Figure 1. Clock wiring as the flow saved it.
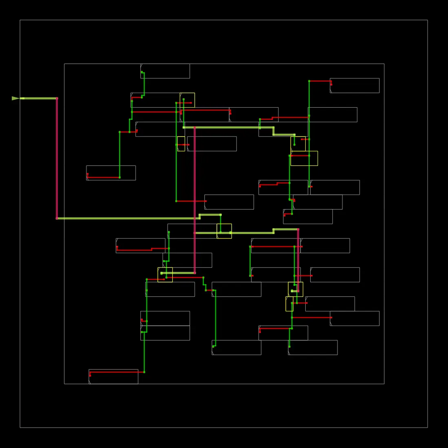
Figure 2. I/O pins on the die edge.
(4 px per um) Pins as bars across the die edge, other pins in grey.
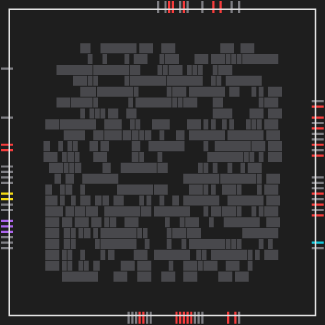
Figure 3. Cell classes on the final placement.
(4 px per um) Fill, decap, tap and diode cells in grey.
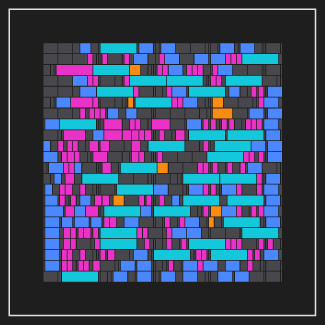
Figure 4. Clock distribution.
(8 px per um)
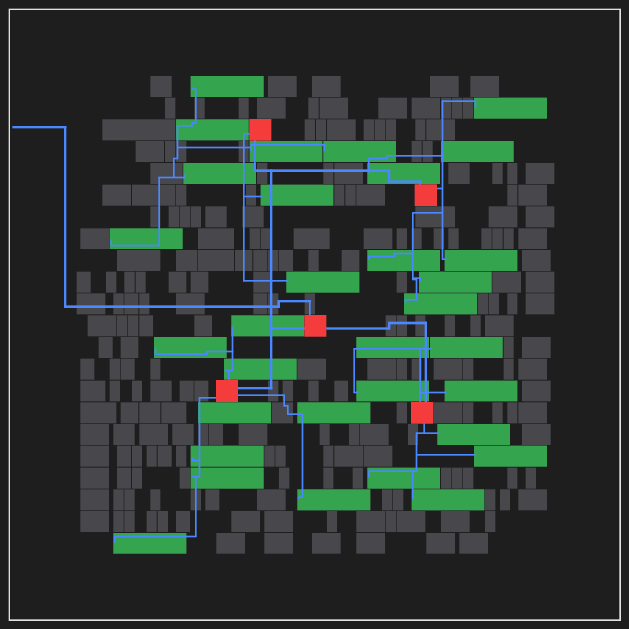
--- src/rtl/rgb_arb_pkg.sv ---
// rgb_arb_pkg
//   Shared definitions for the colour-lookup arbiter: FSM state encoding,
//   colour/RGB widths, named 3-bit colour codes (bit2=R, bit1=G, bit0=B)
//   and their 24-bit RGB values, plus a helper that maps a code to its RGB
//   word (used to preload the lookup BRAM image).
package rgb_arb_pkg;

  localparam int COL_W = 3;
  localparam int RGB_W = 24;

  typedef enum logic [1:0] {
    IDLE = 2'd0,
    READ = 2'd1,
    WAIT = 2'd2,
    RESP = 2'd3
  } state_t;

  typedef logic [1:0] req_vec_t;

  localparam logic [COL_W-1:0] COL_BLACK   = 3'b000;
  localparam logic [COL_W-1:0] COL_BLUE    = 3'b001;
  localparam logic [COL_W-1:0] COL_GREEN   = 3'b010;
  localparam logic [COL_W-1:0] COL_CYAN    = 3'b011;
  localparam logic [COL_W-1:0] COL_RED     = 3'b100;
  localparam logic [COL_W-1:0] COL_MAGENTA = 3'b101;
  localparam logic [COL_W-1:0] COL_YELLOW  = 3'b110;
  localparam logic [COL_W-1:0] COL_WHITE   = 3'b111;

  localparam logic [RGB_W-1:0] RGB_BLACK   = 24'h000000;
  localparam logic [RGB_W-1:0] RGB_BLUE    = 24'h0000FF;
  localparam logic [RGB_W-1:0] RGB_GREEN   = 24'h00FF00;
  localparam logic [RGB_W-1:0] RGB_CYAN    = 24'h00FFFF;
  localparam logic [RGB_W-1:0] RGB_RED     = 24'hFF0000;
  localparam logic [RGB_W-1:0] RGB_MAGENTA = 24'hFF00FF;
  localparam logic [RGB_W-1:0] RGB_YELLOW  = 24'hFFFF00;
  localparam logic [RGB_W-1:0] RGB_WHITE   = 24'hFFFFFF;

  function automatic logic [RGB_W-1:0] colour_rgb(input logic [COL_W-1:0] col);
    logic [RGB_W-1:0] rgb;
    rgb = RGB_BLACK;
    case (col)
      COL_BLACK:   rgb = RGB_BLACK;
      COL_BLUE:    rgb = RGB_BLUE;
      COL_GREEN:   rgb = RGB_GREEN;
      COL_CYAN:    rgb = RGB_CYAN;
      COL_RED:     rgb = RGB_RED;
      COL_MAGENTA: rgb = RGB_MAGENTA;
      COL_YELLOW:  rgb = RGB_YELLOW;
      COL_WHITE:   rgb = RGB_WHITE;
      default:     rgb = RGB_BLACK;
    endcase
    return rgb;
  endfunction

endpackage

--- src/rtl/rgb_arb_grant.sv ---
// rgb_arb_grant
//   Two-way request arbiter producing a one-hot grant.
//   Build option RGB_ARB_RR_EN:
//     defined   - round-robin; ptr_i names the preferred requester.
//     undefined - fixed priority, requester 0 wins ties; no pointer port.
// Ports:
//   req_i  [1:0] request vector
//   ptr_i        preferred requester (RGB_ARB_RR_EN only)
//   gnt_o  [1:0] one-hot grant, zero when no request
//   idx_o        index of the granted requester (0 when no grant)
module rgb_arb_grant
  import rgb_arb_pkg::*;
(
  input  req_vec_t req_i,
`ifdef RGB_ARB_RR_EN
  input  logic     ptr_i,
`endif
  output req_vec_t gnt_o,
  output logic     idx_o
);

`ifdef RGB_ARB_RR_EN
  always_comb begin
    gnt_o = '0;
    if (req_i[ptr_i]) begin
      gnt_o[ptr_i] = 1'b1;
    end else if (req_i[~ptr_i]) begin
      gnt_o[~ptr_i] = 1'b1;
    end
  end
`else
  always_comb begin
    gnt_o = '0;
    if (req_i[0]) begin
      gnt_o = 2'b01;
    end else if (req_i[1]) begin
      gnt_o = 2'b10;
    end
  end
`endif

  assign idx_o = gnt_o[1];

endmodule

--- src/rtl/rgb_lookup_arbiter.sv ---
// rgb_lookup_arbiter
//   Shares the single-port 8x24 colour-lookup BRAM between two requesters.
//   One lookup is in flight at a time: accept a request, pulse the BRAM read
//   enable for one cycle, wait out the read latency, then hold the captured
//   RGB word on a valid/ready response to the granted requester.
//   Build option RGB_ARB_RR_EN selects round-robin arbitration (default is
//   fixed priority, requester 0 first).
//
//   state | meaning
//   ------+------------------------------------------------------------
//   IDLE  | offer req_ready to the granted requester, latch colour/grant
//   READ  | bram_en high for one cycle, load latency down-counter
//   WAIT  | count down; at terminal count capture bram_dout
//   RESP  | rsp_valid to granted requester until its rsp_ready
//
// Ports:
//   clk, rst_n                 clock, async active-low reset
//   req_valid/req_ready [1:0]  request handshake per requester
//   req_colour0/1 [COL_W-1:0]  colour code per requester
//   rsp_valid/rsp_ready [1:0]  response handshake per requester
//   rsp_rgb [RGB_W-1:0]        looked-up RGB word (shared)
//   bram_en, bram_addr         BRAM read port control
//   bram_dout [RGB_W-1:0]      BRAM read data, BRAM_LAT cycles after bram_en
module rgb_lookup_arbiter #(
  parameter int BRAM_LAT = 1,
  parameter int COL_W    = 3,
  parameter int RGB_W    = 24
) (
  input  logic             clk,
  input  logic             rst_n,
  input  logic [1:0]       req_valid,
  output logic [1:0]       req_ready,
  input  logic [COL_W-1:0] req_colour0,
  input  logic [COL_W-1:0] req_colour1,
  output logic [1:0]       rsp_valid,
  input  logic [1:0]       rsp_ready,
  output logic [RGB_W-1:0] rsp_rgb,
  output logic             bram_en,
  output logic [COL_W-1:0] bram_addr,
  input  logic [RGB_W-1:0] bram_dout
);
  import rgb_arb_pkg::state_t;
  import rgb_arb_pkg::IDLE;
  import rgb_arb_pkg::READ;
  import rgb_arb_pkg::WAIT;
  import rgb_arb_pkg::RESP;

  // Latency counter holds BRAM_LAT-1, at most 3.
  localparam int CNT_W = 2;

  state_t           state_q, state_d;
  logic [COL_W-1:0] addr_q, addr_d;
  logic             g_q, g_d;
  logic [CNT_W-1:0] cnt_q, cnt_d;
  logic [RGB_W-1:0] rgb_q, rgb_d;

  logic [1:0]       gnt;
  logic             gnt_idx;

`ifdef RGB_ARB_RR_EN
  logic ptr_q, ptr_d;
  logic accept;

  rgb_arb_grant u_grant (
    .req_i (req_valid),
    .ptr_i (ptr_q),
    .gnt_o (gnt),
    .idx_o (gnt_idx)
  );

  // Preference flips to the requester that was not just served.
  assign accept = (state_q == IDLE) && (|req_ready);
  assign ptr_d  = accept ? ~gnt_idx : ptr_q;

  always_ff @(posedge clk or negedge rst_n) begin
    if (!rst_n) begin
      ptr_q <= 1'b0;
    end else begin
      ptr_q <= ptr_d;
    end
  end
`else
  rgb_arb_grant u_grant (
    .req_i (req_valid),
    .gnt_o (gnt),
    .idx_o (gnt_idx)
  );
`endif

  always_comb begin
    state_d   = state_q;
    addr_d    = addr_q;
    g_d       = g_q;
    cnt_d     = cnt_q;
    rgb_d     = rgb_q;
    req_ready = '0;
    rsp_valid = '0;
    bram_en   = 1'b0;

    case (state_q)
      IDLE: begin
        // req_ready is combinational; keep it low while reset is held.
        req_ready = gnt & {2{rst_n}};
        if (|req_ready) begin
          g_d     = gnt_idx;
          addr_d  = gnt_idx ? req_colour1 : req_colour0;
          state_d = READ;
        end
      end
      READ: begin
        bram_en = 1'b1;
        cnt_d   = CNT_W'(BRAM_LAT - 1);
        state_d = WAIT;
      end
      WAIT: begin
        if (cnt_q == '0) begin
          rgb_d   = bram_dout;
          state_d = RESP;
        end else begin
          cnt_d = cnt_q - 1'b1;
        end
      end
      RESP: begin
        rsp_valid = g_q ? 2'b10 : 2'b01;
        if (rsp_ready[g_q]) begin
          state_d = IDLE;
        end
      end
      default: begin
        state_d = IDLE;
      end
    endcase
  end

  always_ff @(posedge clk or negedge rst_n) begin
    if (!rst_n) begin
      state_q <= IDLE;
      addr_q  <= '0;
      g_q     <= 1'b0;
      cnt_q   <= '0;
      rgb_q   <= '0;
    end else begin
      state_q <= state_d;
      addr_q  <= addr_d;
      g_q     <= g_d;
      cnt_q   <= cnt_d;
      rgb_q   <= rgb_d;
    end
  end

  // Address register doubles as the BRAM address so it holds when idle.
  assign bram_addr = addr_q;
  assign rsp_rgb   = rgb_q;

endmodule

--- config.mk ---
export PLATFORM = sky130hd
export DESIGN_NAME = rgb_lookup_arbiter
export DESIGN_NICKNAME = d
export VERILOG_FILES = /design/src/rtl/rgb_arb_pkg.sv /design/src/rtl/rgb_arb_grant.sv /design/src/rtl/rgb_lookup_arbiter.sv
export SDC_FILE = /design/constraint.sdc
export NUM_CORES = 1
export LEC_CHECK = 0
export ABC_AREA = 1
export ABC_CLOCK_PERIOD_IN_PS = 2000
export CORE_MARGIN = 8
export CORE_UTILIZATION = 40
export DETAILED_ROUTE_END_ITERATION = 10
export PLACE_DENSITY_LB_ADDON = 0.12
export SETUP_SLACK_MARGIN = 0.05
export SYNTH_ARGS = -nofsm -noshare
export SYNTH_HDL_FRONTEND = slang
export SYNTH_SLANG_ARGS = --single-unit
--- constraint.sdc ---
create_clock -name clk -period 2 [get_ports clk]
set_input_delay 0.6 -clock clk [delete_from_list [all_inputs] [get_ports clk]]
set_output_delay 0.6 -clock clk [all_outputs]
set_load 0.005 [all_outputs]
==> CHANGELOG.md <==
### Physical design

* Clk buf depth at 2
* Root Driver: clkbuf_4
* Top-count cell post-synth: nand2_1
* CTS tree: yes
* Startpoint Class: flop
* RSZ-0062 raised after global routing: false
* LEAKAGE at 1.17 nW
* Die area at 5800 sq um
* Commonest cells in the netlist: nand2_1 (96), dfrtp_1 (32), inv_1 (10), o21ai_0 (7), ha_1 (6)
* Pre-Place Util at 0.405
* Worst Tran Pin Value at 433 ps
* Worst Path Buf+Inv at 3
* Final worst path period share at 0.941
* Final RePlAce weighted congestion at 0.792
* IO Pins at 68
* Post-synthesis adder-cell area fraction at 0.0518
* CP cell instances: inv_2 -> buf_4 -> ha_2 -> clkdlybuf4s15_1
* Vias in the first global route at 1298
* Met3 GRT Util at 0.0590
* Status: finished clean
* R2R cell count at 8
* Ys flop type: dfrtp_1
* Via density at 4.44
* Area share, top type at 0.553
* Post-synth EDFFs at 0
* Final net count at 297
* Cts-stage hold buffer count at 0
* Setup slack at placement at -395 ps
* Final ANT Viol Nets at 0
* Met2 Usage GRT at 0.192
* Area fraction in mux cells at 0
* Power density cells at 1340 nW/um^2
* Die Wd at 76.2 um
* DRT Pass-1 Iters at 4
* Crit path DRT at 1400 ps
* Max-Cap Viols at 0
* Worst Hold Class: in -> async
* Crit Path Class: reg -> out
* Flops after synth at 32
* Final WL at 3.70 mm
* Area after DPL at 2210 sq um
* VDD IR-drop max at 0.557 mV
* Syn Nets at 216
* Area Overhead vs Synth at 57.9%
* # DRC at 0
* Cell Count, Final, Fillers Out at 304
* Min Tclk post-route at 1880 ps
* GRT busiest layer: met2
* Syn avg cell area at 8.33 sq um
* Critical path peak fanout at 2
* Compound Share, Synth at 0.0337
* Post-synth ARST share at 1.00
* Mapped Cells at 174
* Placed cells at 294
* Clk slew on worst S/H paths at 100 ps
* Final WS setup at 118 ps
* Critical Path Max Stage Delay at 400 ps
* Critical Path End: bram_en
* Max-slew violation count at 0
* CP top delay family: flip-flops
* XORs/XNORs by Area at 0
* Tool warnings at 30
* Flop-to-flop setup slack at 300 ps
* Fin. Hold Viols at 0
* Setup TNS at 0 ps
* Main logic family after synthesis: simple AND/OR/NAND/NOR gates
* Reg2reg end: rsp_rgb[5]
* Wire length per cell at 12.2 um
* Top cells by area: dfrtp_1 (55%), nand2_1 (25%), ha_1 (5.2%)
* Htree depth at 2
* CP Launch Point: state_q[1]
* CP endpoint kind: primary output
* Final design utilization at 0.640
* Synth cell types at 17
* Hold slack final at 338 ps
* Reg-to-Reg Start: state_q[0]
* YS chip area at 1450 sq um
* Layout cells sized above 1 at 0.137
* DP HPWL at 2.76 mm
* Seq share, synth at 0.553
* Levels on crit path at 4
* GRT overflow at 0
* Slew HR at 0.711
* Global-route wire length before repair at 6.08 mm
* Via count at 1351
* Gr usage total at 0.128
* Final setup viols at 0
* Mapped Area at 1450 sq um
* Slowest CP cell: dfrtp_1
* Ys cells at 174
* Cell taking the most area after synthesis: dfrtp_1
* Max Freq at 0.531 GHz
* Number of diodes at 0
* YS warnings at 0
* Initial antenna violation count at 0
* Worst Path Arrival at 1280 ps
* 1st-iter DRT viols at 49
* Final Power at 3.07 mW
* GR Layer Usage met1 at 0.152
* Largest net degree at the start of global routing at 36
* Simple share at 0.307
## Picture notes: Figure 1
Clock Sinks: 32
number of CTS-inserted buffers: 5

## Picture notes: Figure 2
| port | colour | pins | direction | edge |
|---|---|---|---|---|
| `rst_n` | cyan | 1 | input | right |
| `bram_dout` | red | 24 | input | 9 bottom, 8 right, 5 top, 2 left |
| `req_colour1` | purple | 3 | input | left |
| `req_ready` | yellow | 2 | output | left |
all pins by edge: 20 right, 18 bottom, 18 left, 12 top
Port-buffer cells: 67
die y size: 76.2 um

## Picture notes: Figure 3
| class | colour | cells |
|---|---|---|
| sequential cells | cyan | 32 |
| combinational and other logic | magenta | 138 |
| clock drivers and dummy loads | orange | 8 |
| remaining buffers and delay cells | blue | 78 |
core area: 3580 sq um
fin area: 2290 sq um
sequential share of cell area: 0.350
Site Rows: 22

## Picture notes: Figure 4
[clock drivers] red | count: 5
[clock wires] blue | length: 435 um
[flip-flops] green | count: 32
routed clock nets: 6
final clock skew: 10.6 ps
Late-Pin Clk Latency: 330 ps
Clk. pwr: 0.384 mW
clock share of power: 0.125

==> where the power goes <==
group	total (mW)	internal, mW	switching [mW]
clock	0.384	0.173	0.211
sequential	1.10	0.948	0.148
combinational	1.59	0.874	0.721
==> registers in the layout, summed over array words and instances (netlist names) <==
| signal | count |
|---|---|
| rsp_rgb | 24 |
| bram_addr | 3 |
| g_q | 1 |
| cnt_q | 2 |
| state_q | 2 |
==> kinds of logic (layout without fill, tap and decap cells) <==
family / Yosys count / count (layout)
flops: 32 / 32
fa+ha+maj: 6 / 6
buf+inv: 16 / 98
simple gates: 111 / 111
compound gates: 9 / 9
==> layout make-up <==
type	instances	area, sq um
timing repair buffer	78	733
fill	328	1290
multi-input combinational	126	588
tap	48	60.1
inverter	12	47.5
sequential	32	801
clock buffer	8	58.8
==> what timing repair did <==
item	CTS	global route
buffers inserted	1	1
pin swaps	3	1
resized	22	5
hold endpoints to repair	0	0
setup endpoints to repair	5	4
==> placed cells by master (no fill, tap or decap), drive strengths merged <==
cell type       n
inv            12
buf            15
dlygate4sd2     1
o21ai           8
nand2          98
a21oi           1
ha              6
nand4           3
nor2            3
dfrtp          32
clkdlybuf4s50  59
clkbuf          9
clkdlybuf4s15   1
or2             1
nand3           6
dlymetal6s2s    1
==> worst min path at each step <==
stage,startpoint,to,cells after the start
4_1_cts,rst_n,state_q[0],2
6_report,rst_n,bram_addr[2],2
5_1_grt,rst_n,bram_addr[2],2
3_3_place_gp,rsp_rgb[5],rsp_rgb[5],2
2_1_floorplan,rst_n,bram_addr[0],0
3_5_place_dp,rsp_rgb[7],rsp_rgb[7],2
==> per-layer routing <==
layer,up-vias,wire (um),part of all wire
met2,47,1710,0.46
li1,696,-,-
met5,-,0,0
met1,601,1620,0.44
met4,0,61,0.016
met3,7,315,0.085
Power and IR drop assume default switching activity.
